<file path="src/rtl/lifo_pkg.sv">
// Shared parameters and types for the LIFO stack.
//   DATA_W : data word width (two's-complement signed)
//   DEPTH  : number of stack entries (power of two, >= 2)
//   CNT_W  : occupancy count width, holds 0..DEPTH inclusive
//   ADDR_W : storage address width
package lifo_pkg;

  localparam int unsigned DATA_W = 8;
  localparam int unsigned DEPTH  = 32;
  localparam int unsigned ADDR_W = $clog2(DEPTH);
  localparam int unsigned CNT_W  = $clog2(DEPTH) + 1;

  typedef logic signed [DATA_W-1:0] data_t;
  typedef logic        [CNT_W-1:0]  cnt_t;
  typedef logic        [ADDR_W-1:0] addr_t;

endpackage

</file>
<file path="src/rtl/lifo_stack_if.sv">
// Push/pop bus of the LIFO stack.
//   master : producer/consumer side, drives push, push_data, pop
//   slave  : stack side, drives pop_data, pop_valid, full, empty, count,
//            overflow, underflow
interface lifo_stack_if;
  import lifo_pkg::*;

  logic  push;
  data_t push_data;
  logic  pop;
  data_t pop_data;
  logic  pop_valid;
  logic  full;
  logic  empty;
  cnt_t  count;
  logic  overflow;
  logic  underflow;

  modport master (
    output push, push_data, pop,
    input  pop_data, pop_valid, full, empty, count, overflow, underflow
  );

  modport slave (
    input  push, push_data, pop,
    output pop_data, pop_valid, full, empty, count, overflow, underflow
  );

endinterface

</file>
<file path="src/rtl/lifo_ram.sv">
// Stack storage: Depth x DataW array, one synchronous write port and one
// asynchronous read port. Contents are never reset.
//   clk_i   : clock
//   we_i    : write enable
//   waddr_i : write address
//   wdata_i : write data
//   raddr_i : read address
//   rdata_o : read data (combinational from raddr_i)
module lifo_ram #(
  parameter int unsigned Depth = 32,
  parameter int unsigned DataW = 8,
  localparam int unsigned AddrW = $clog2(Depth)
) (
  input  logic             clk_i,
  input  logic             we_i,
  input  logic [AddrW-1:0] waddr_i,
  input  logic [DataW-1:0] wdata_i,
  input  logic [AddrW-1:0] raddr_i,
  output logic [DataW-1:0] rdata_o
);

  logic [DataW-1:0] mem [Depth];

  always_ff @(posedge clk_i) begin
    if (we_i) begin
      mem[waddr_i] <= wdata_i;
    end
  end

  assign rdata_o = mem[raddr_i];

endmodule

</file>
<file path="src/rtl/lifo_stack.sv">
// Synchronous LIFO of signed words with registered pop output, occupancy
// count, registered full/empty flags and one-cycle overflow/underflow pulses.
//   clk : clock, all state changes on posedge
//   rst : synchronous active-high reset (pointer and outputs only)
//   bus : lifo_stack_if slave modport
//         push/push_data/pop in; pop_data/pop_valid/full/empty/count/
//         overflow/underflow out, all registered
module lifo_stack
  import lifo_pkg::*;
(
  input logic         clk,
  input logic         rst,
  lifo_stack_if.slave bus
);

  cnt_t  count_q, count_d;
  logic  full_q, full_d;
  logic  empty_q, empty_d;
  data_t pop_data_q, pop_data_d;
  logic  pop_valid_q, pop_valid_d;
  logic  overflow_q, overflow_d;
  logic  underflow_q, underflow_d;

  logic  ram_we;
  addr_t ram_waddr;
  data_t ram_rdata;
  addr_t top_addr;

  // Top of stack is entry count-1; the value at count==0 is never consumed.
  assign top_addr = addr_t'(count_q - cnt_t'(1));

  lifo_ram #(
    .Depth (DEPTH),
    .DataW (DATA_W)
  ) u_ram (
    .clk_i   (clk),
    .we_i    (ram_we),
    .waddr_i (ram_waddr),
    .wdata_i (bus.push_data),
    .raddr_i (top_addr),
    .rdata_o (ram_rdata)
  );

  always_comb begin
    count_d     = count_q;
    pop_data_d  = pop_data_q;
    pop_valid_d = 1'b0;
    overflow_d  = 1'b0;
    underflow_d = 1'b0;
    ram_we      = 1'b0;
    ram_waddr   = count_q[ADDR_W-1:0];

    // empty and full are never both set, so the patterns below are disjoint.
    unique casez ({bus.push, bus.pop, empty_q, full_q})
      4'b10?0: begin
        ram_we  = 1'b1;
        count_d = count_q + cnt_t'(1);
      end
      4'b10?1: begin
        overflow_d = 1'b1;
      end
      4'b010?: begin
        pop_data_d  = ram_rdata;
        pop_valid_d = 1'b1;
        count_d     = count_q - cnt_t'(1);
      end
      4'b011?: begin
        underflow_d = 1'b1;
      end
      // Swap: old top is read asynchronously before the edge overwrites it.
      4'b110?: begin
        pop_data_d  = ram_rdata;
        pop_valid_d = 1'b1;
        ram_we      = 1'b1;
        ram_waddr   = top_addr;
      end
      // Bypass on empty: the pushed word goes straight to the output.
      4'b111?: begin
        pop_data_d  = bus.push_data;
        pop_valid_d = 1'b1;
      end
      4'b00??: begin
      end
    endcase

    full_d  = (count_d == cnt_t'(DEPTH));
    empty_d = (count_d == cnt_t'(0));
  end

  always_ff @(posedge clk) begin
    if (rst) begin
      count_q     <= '0;
      full_q      <= 1'b0;
      empty_q     <= 1'b1;
      pop_data_q  <= '0;
      pop_valid_q <= 1'b0;
      overflow_q  <= 1'b0;
      underflow_q <= 1'b0;
    end else begin
      count_q     <= count_d;
      full_q      <= full_d;
      empty_q     <= empty_d;
      pop_data_q  <= pop_data_d;
      pop_valid_q <= pop_valid_d;
      overflow_q  <= overflow_d;
      underflow_q <= underflow_d;
    end
  end

  assign bus.count     = count_q;
  assign bus.full      = full_q;
  assign bus.empty     = empty_q;
  assign bus.pop_data  = pop_data_q;
  assign bus.pop_valid = pop_valid_q;
  assign bus.overflow  = overflow_q;
  assign bus.underflow = underflow_q;

endmodule
</file>
<file path="src/flat_wrapper.sv">
// flat-port wrapper written by rule: the top's interface ports become plain ports
module lifo_stack_flat import lifo_pkg::*;
  (clk, rst, bus_push, bus_push_data, bus_pop, bus_pop_data, bus_pop_valid, bus_full, bus_empty, bus_count, bus_overflow, bus_underflow);
  lifo_stack_if bus_i ();
  input logic clk;
  input logic rst;
  input wire logic [$bits(bus_i.push)-1:0] bus_push;
  input wire logic [$bits(bus_i.push_data)-1:0] bus_push_data;
  input wire logic [$bits(bus_i.pop)-1:0] bus_pop;
  output wire logic [$bits(bus_i.pop_data)-1:0] bus_pop_data;
  output wire logic [$bits(bus_i.pop_valid)-1:0] bus_pop_valid;
  output wire logic [$bits(bus_i.full)-1:0] bus_full;
  output wire logic [$bits(bus_i.empty)-1:0] bus_empty;
  output wire logic [$bits(bus_i.count)-1:0] bus_count;
  output wire logic [$bits(bus_i.overflow)-1:0] bus_overflow;
  output wire logic [$bits(bus_i.underflow)-1:0] bus_underflow;
  assign bus_i.push = bus_push;
  assign bus_i.push_data = bus_push_data;
  assign bus_i.pop = bus_pop;
  assign bus_pop_data = bus_i.pop_data;
  assign bus_pop_valid = bus_i.pop_valid;
  assign bus_full = bus_i.full;
  assign bus_empty = bus_i.empty;
  assign bus_count = bus_i.count;
  assign bus_overflow = bus_i.overflow;
  assign bus_underflow = bus_i.underflow;
  lifo_stack u_core (.clk(clk), .rst(rst), .bus(bus_i));
endmodule
</file>
<file path="config.mk">
export PLATFORM = sky130hd
export DESIGN_NAME = lifo_stack_flat
export DESIGN_NICKNAME = d
export VERILOG_FILES = /design/src/rtl/lifo_pkg.sv /design/src/rtl/lifo_stack_if.sv /design/src/rtl/lifo_ram.sv /design/src/rtl/lifo_stack.sv /design/src/flat_wrapper.sv
export SDC_FILE = /design/constraint.sdc
export NUM_CORES = 1
export LEC_CHECK = 0
export ABC_AREA = 1
export CAP_MARGIN = 20
export CORE_MARGIN = 4
export CORE_UTILIZATION = 36
export DETAILED_ROUTE_END_ITERATION = 10
export PLACE_DENSITY_LB_ADDON = 0.2
export SLEW_MARGIN = 0
export SYNTH_ARGS = -nofsm -noshare
export SYNTH_HDL_FRONTEND = slang
export SYNTH_SLANG_ARGS = --single-unit
</file>
<file path="constraint.sdc">
create_clock -name clk -period 4.9 [get_ports clk]
set_input_delay 0.98 -clock clk [delete_from_list [all_inputs] [get_ports clk]]
set_output_delay 0.98 -clock clk [all_outputs]
set_load 0.1 [all_outputs]
</file>
==> git commit body <==
Add synthesis and place-and-route results

* Outcome: completed
- Die Wd: 187.3 µm
* Commonest non-fill, non-tap cell in the layout: sky130_fd_sc_hd__edfxtp_1
- Detailed-route vias per instance: roughly 5
- In this run the worst setup path begins at u_core.bus.count[0].
- Switch Pwr: 2.044 mW
- The script computed a power per unit cell area of 479.5 nW/µm².
- The clock arrives with 10.40 ps of skew.
- The slowest stage of the critical path is the sky130_fd_sc_hd__clkdlybuf4s50_1 cell.
- The layout summary lists the proportion of cells stronger than drive strength 1 as under 10%.
- In this run, CTS created clock tree buffers numbering 28.
- Among all stages on the critical path, the maximum delay recorded is between 1000 and 1500 ps.
- Sequential cell area in the final layout: between 8000 and 9000 µm²
* Sum of overflow across all layers after global routing: 0
* Vias in the first global route: 7487
- Per the post-synthesis report, the nets total roughly 1000.
- Internal power: 4.263 mW
- Data required time of the critical path: 3920 ps
- The cell-mix breakdown from Yosys lists the XOR/XNOR area share as 0.6811%.
- Post-CTS repair timing setup buffer count: 0
- Number of clock sinks: between 200 and 300
- STA classifies the critical path startpoint as a flip-flop.
- Looking at the clock tree report, the maximum root-to-sink buffer count equals 3.
- Max-cap viol count: 0
* Cell area after placement: 12240 µm²
* Largest net degree at the start of global routing: 94
- Endpoint of the worst hold path: u_core.bus.pop_data[5]
- Global routing used between 15 and 20% of the available tracks.
* Avg WL per Cell: 21.01 µm
* Quantity of gates resized following cts: 0
- Logged for this run, the post-placement worst setup slack is between 800 and 900 ps.
- Worst slew pin tran: 1048 ps
* R2R Path Start: u_core.bus.count[0]
- VDD IR-drop max: roughly 0.00029 V
- Total area of multi-input combinational cells: 3013 µm²
- The commonest register cell is sky130_fd_sc_hd__edfxtp_1.
- STA shows the worst reg2reg path with a cell count of 6.
==> layout make-up <==
cell class	count	area share [%]
tap	402	3.825
sequential	275	61.37
clock inverter	17	1.237
multi-input combinational	621	22.91
timing repair buffer	46	3.082
inverter	64	1.884
clock buffer	35	5.689
==> state kept, by name, summed over array words and instances (netlist names) <==
| signal | flops |
|---|---|
| u_core.bus.empty | 1 |
| u_core.bus.count | 6 |
| u_core.bus.pop_data | 8 |
| u_core.u_ram.mem | 256 |
| u_core.bus.overflow | 1 |
| u_core.bus.underflow | 1 |
| u_core.bus.full | 1 |
| u_core.bus.pop_valid | 1 |
==> synth_stat cells (4+ instances only) <==
master                       n  area (µm²)
sky130_fd_sc_hd__inv_1      54       202.7
sky130_fd_sc_hd__dfxtp_1    19       380.4
sky130_fd_sc_hd__nor2_1    202       758.2
sky130_fd_sc_hd__buf_4       8       60.06
sky130_fd_sc_hd__xor2_1      4       35.03
sky130_fd_sc_hd__buf_2      22       110.1
sky130_fd_sc_hd__nand3_1   103       515.5
sky130_fd_sc_hd__a21oi_1    11       55.05
sky130_fd_sc_hd__nor2_4      4       45.04
sky130_fd_sc_hd__o21ai_0   103       515.5
sky130_fd_sc_hd__buf_1       4       15.01
sky130_fd_sc_hd__edfxtp_1  256        7687
sky130_fd_sc_hd__nand2_2     4       25.02
sky130_fd_sc_hd__inv_2       8       30.03
sky130_fd_sc_hd__a22o_1      6       52.55
sky130_fd_sc_hd__nand2_1   121       454.2
sky130_fd_sc_hd__o211ai_1   42       315.3
sky130_fd_sc_hd__clkbuf_1   22       82.58
==> how the worst max path moves through the flow <==
stage / endpoint / slack [ps] / cells past startpoint
3_3_place_gp: u_core.u_ram.mem[25][3] / 950 / 11
5_1_grt: u_core.u_ram.mem[1][1] / 1110 / 6
4_1_cts: bus_count[0] / 1260 / 2
2_1_floorplan: u_core.u_ram.mem[0][0] / 1450 / 10
3_5_place_dp: u_core.u_ram.mem[25][3] / 850 / 11
6_report: bus_count[0] / 1310 / 2
==> metal layers <==
layer,vias to the layer above,track usage (%),share of wire [%]
li1,3601,-,-
met1,3629,25.07,47
met2,197,27.66,47
met3,37,2.314,4.4
met4,0,3.868,1.9
met5,-,0,0
==> power groups by stage <==
stage               clock network (mW)  registers [mW]  logic (mW)
finish                            2.11            2.67        1.53
global route                      2.27            2.67        1.67
CTS                               2.15            2.67        1.54
detailed placement                   0            2.72        1.54
global placement                     0            2.72        1.53
floorplan                            0            2.88       0.862
==> logic make-up after synthesis <==
group                      count (synthesis)
and+or+nand+nor                          445
DFF                                      275
buffers and inverters                    120
AOI/OAI and AO/OA                        168
xor gates and xnor gates                   6
adders and majority gates                  2
==> worst min-delay path, stage by stage, from the launching register on <==
cell and delay [ps]:
sky130_fd_sc_hd__dfxtp_1 310, sky130_fd_sc_hd__nand2_1 60, sky130_fd_sc_hd__a21oi_1 60
==> metrics by stage <==
step / total power [mW] / std cells / hold slack (ps)
after detailed placement: 4.252 / 1408 / 468.1
after CTS: 6.360 / 1460 / 478.2
final: 6.306 / 1460 / 476.9
after global placement: 4.246 / 1408 / 455.8
after floorplan: 3.747 / 1016 / 740.2
after global routing: 6.601 / 1460 / 508.2
==> images/layer_met1.png <==
The bar under the picture is 50 µm long. Supply wires on this layer in grey.
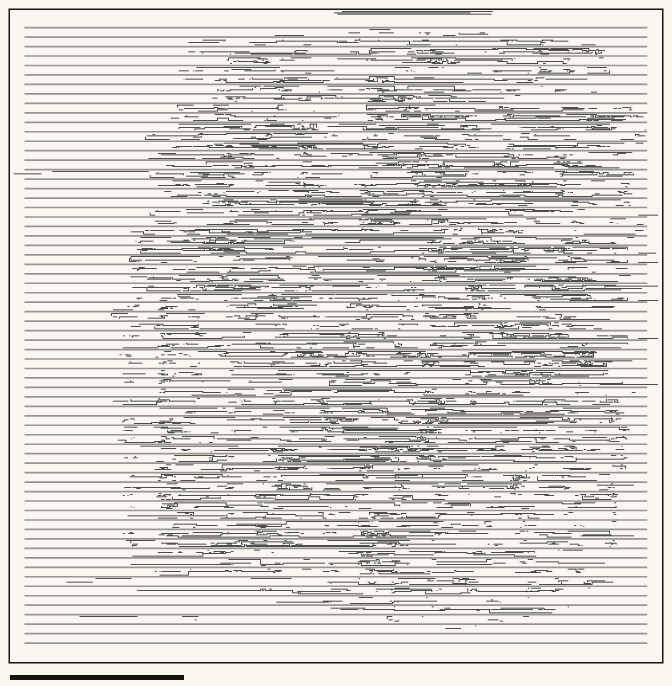
nets with wire on the layer: 993
main direction: horizontal
final wirelength: 30680 µm
overall via count from detail_route: 7464

==> images/layer_met2.png <==
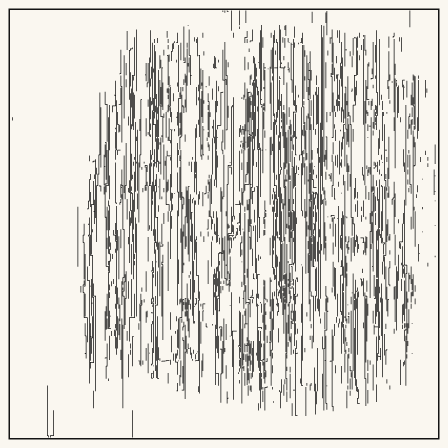
wire length on this layer: 14300 µm
share of all routed wire: 47%
longest straight run: 97.9 µm
met2 track demand over resource: 27.66%

Power is estimated from default activity; no workload was simulated.
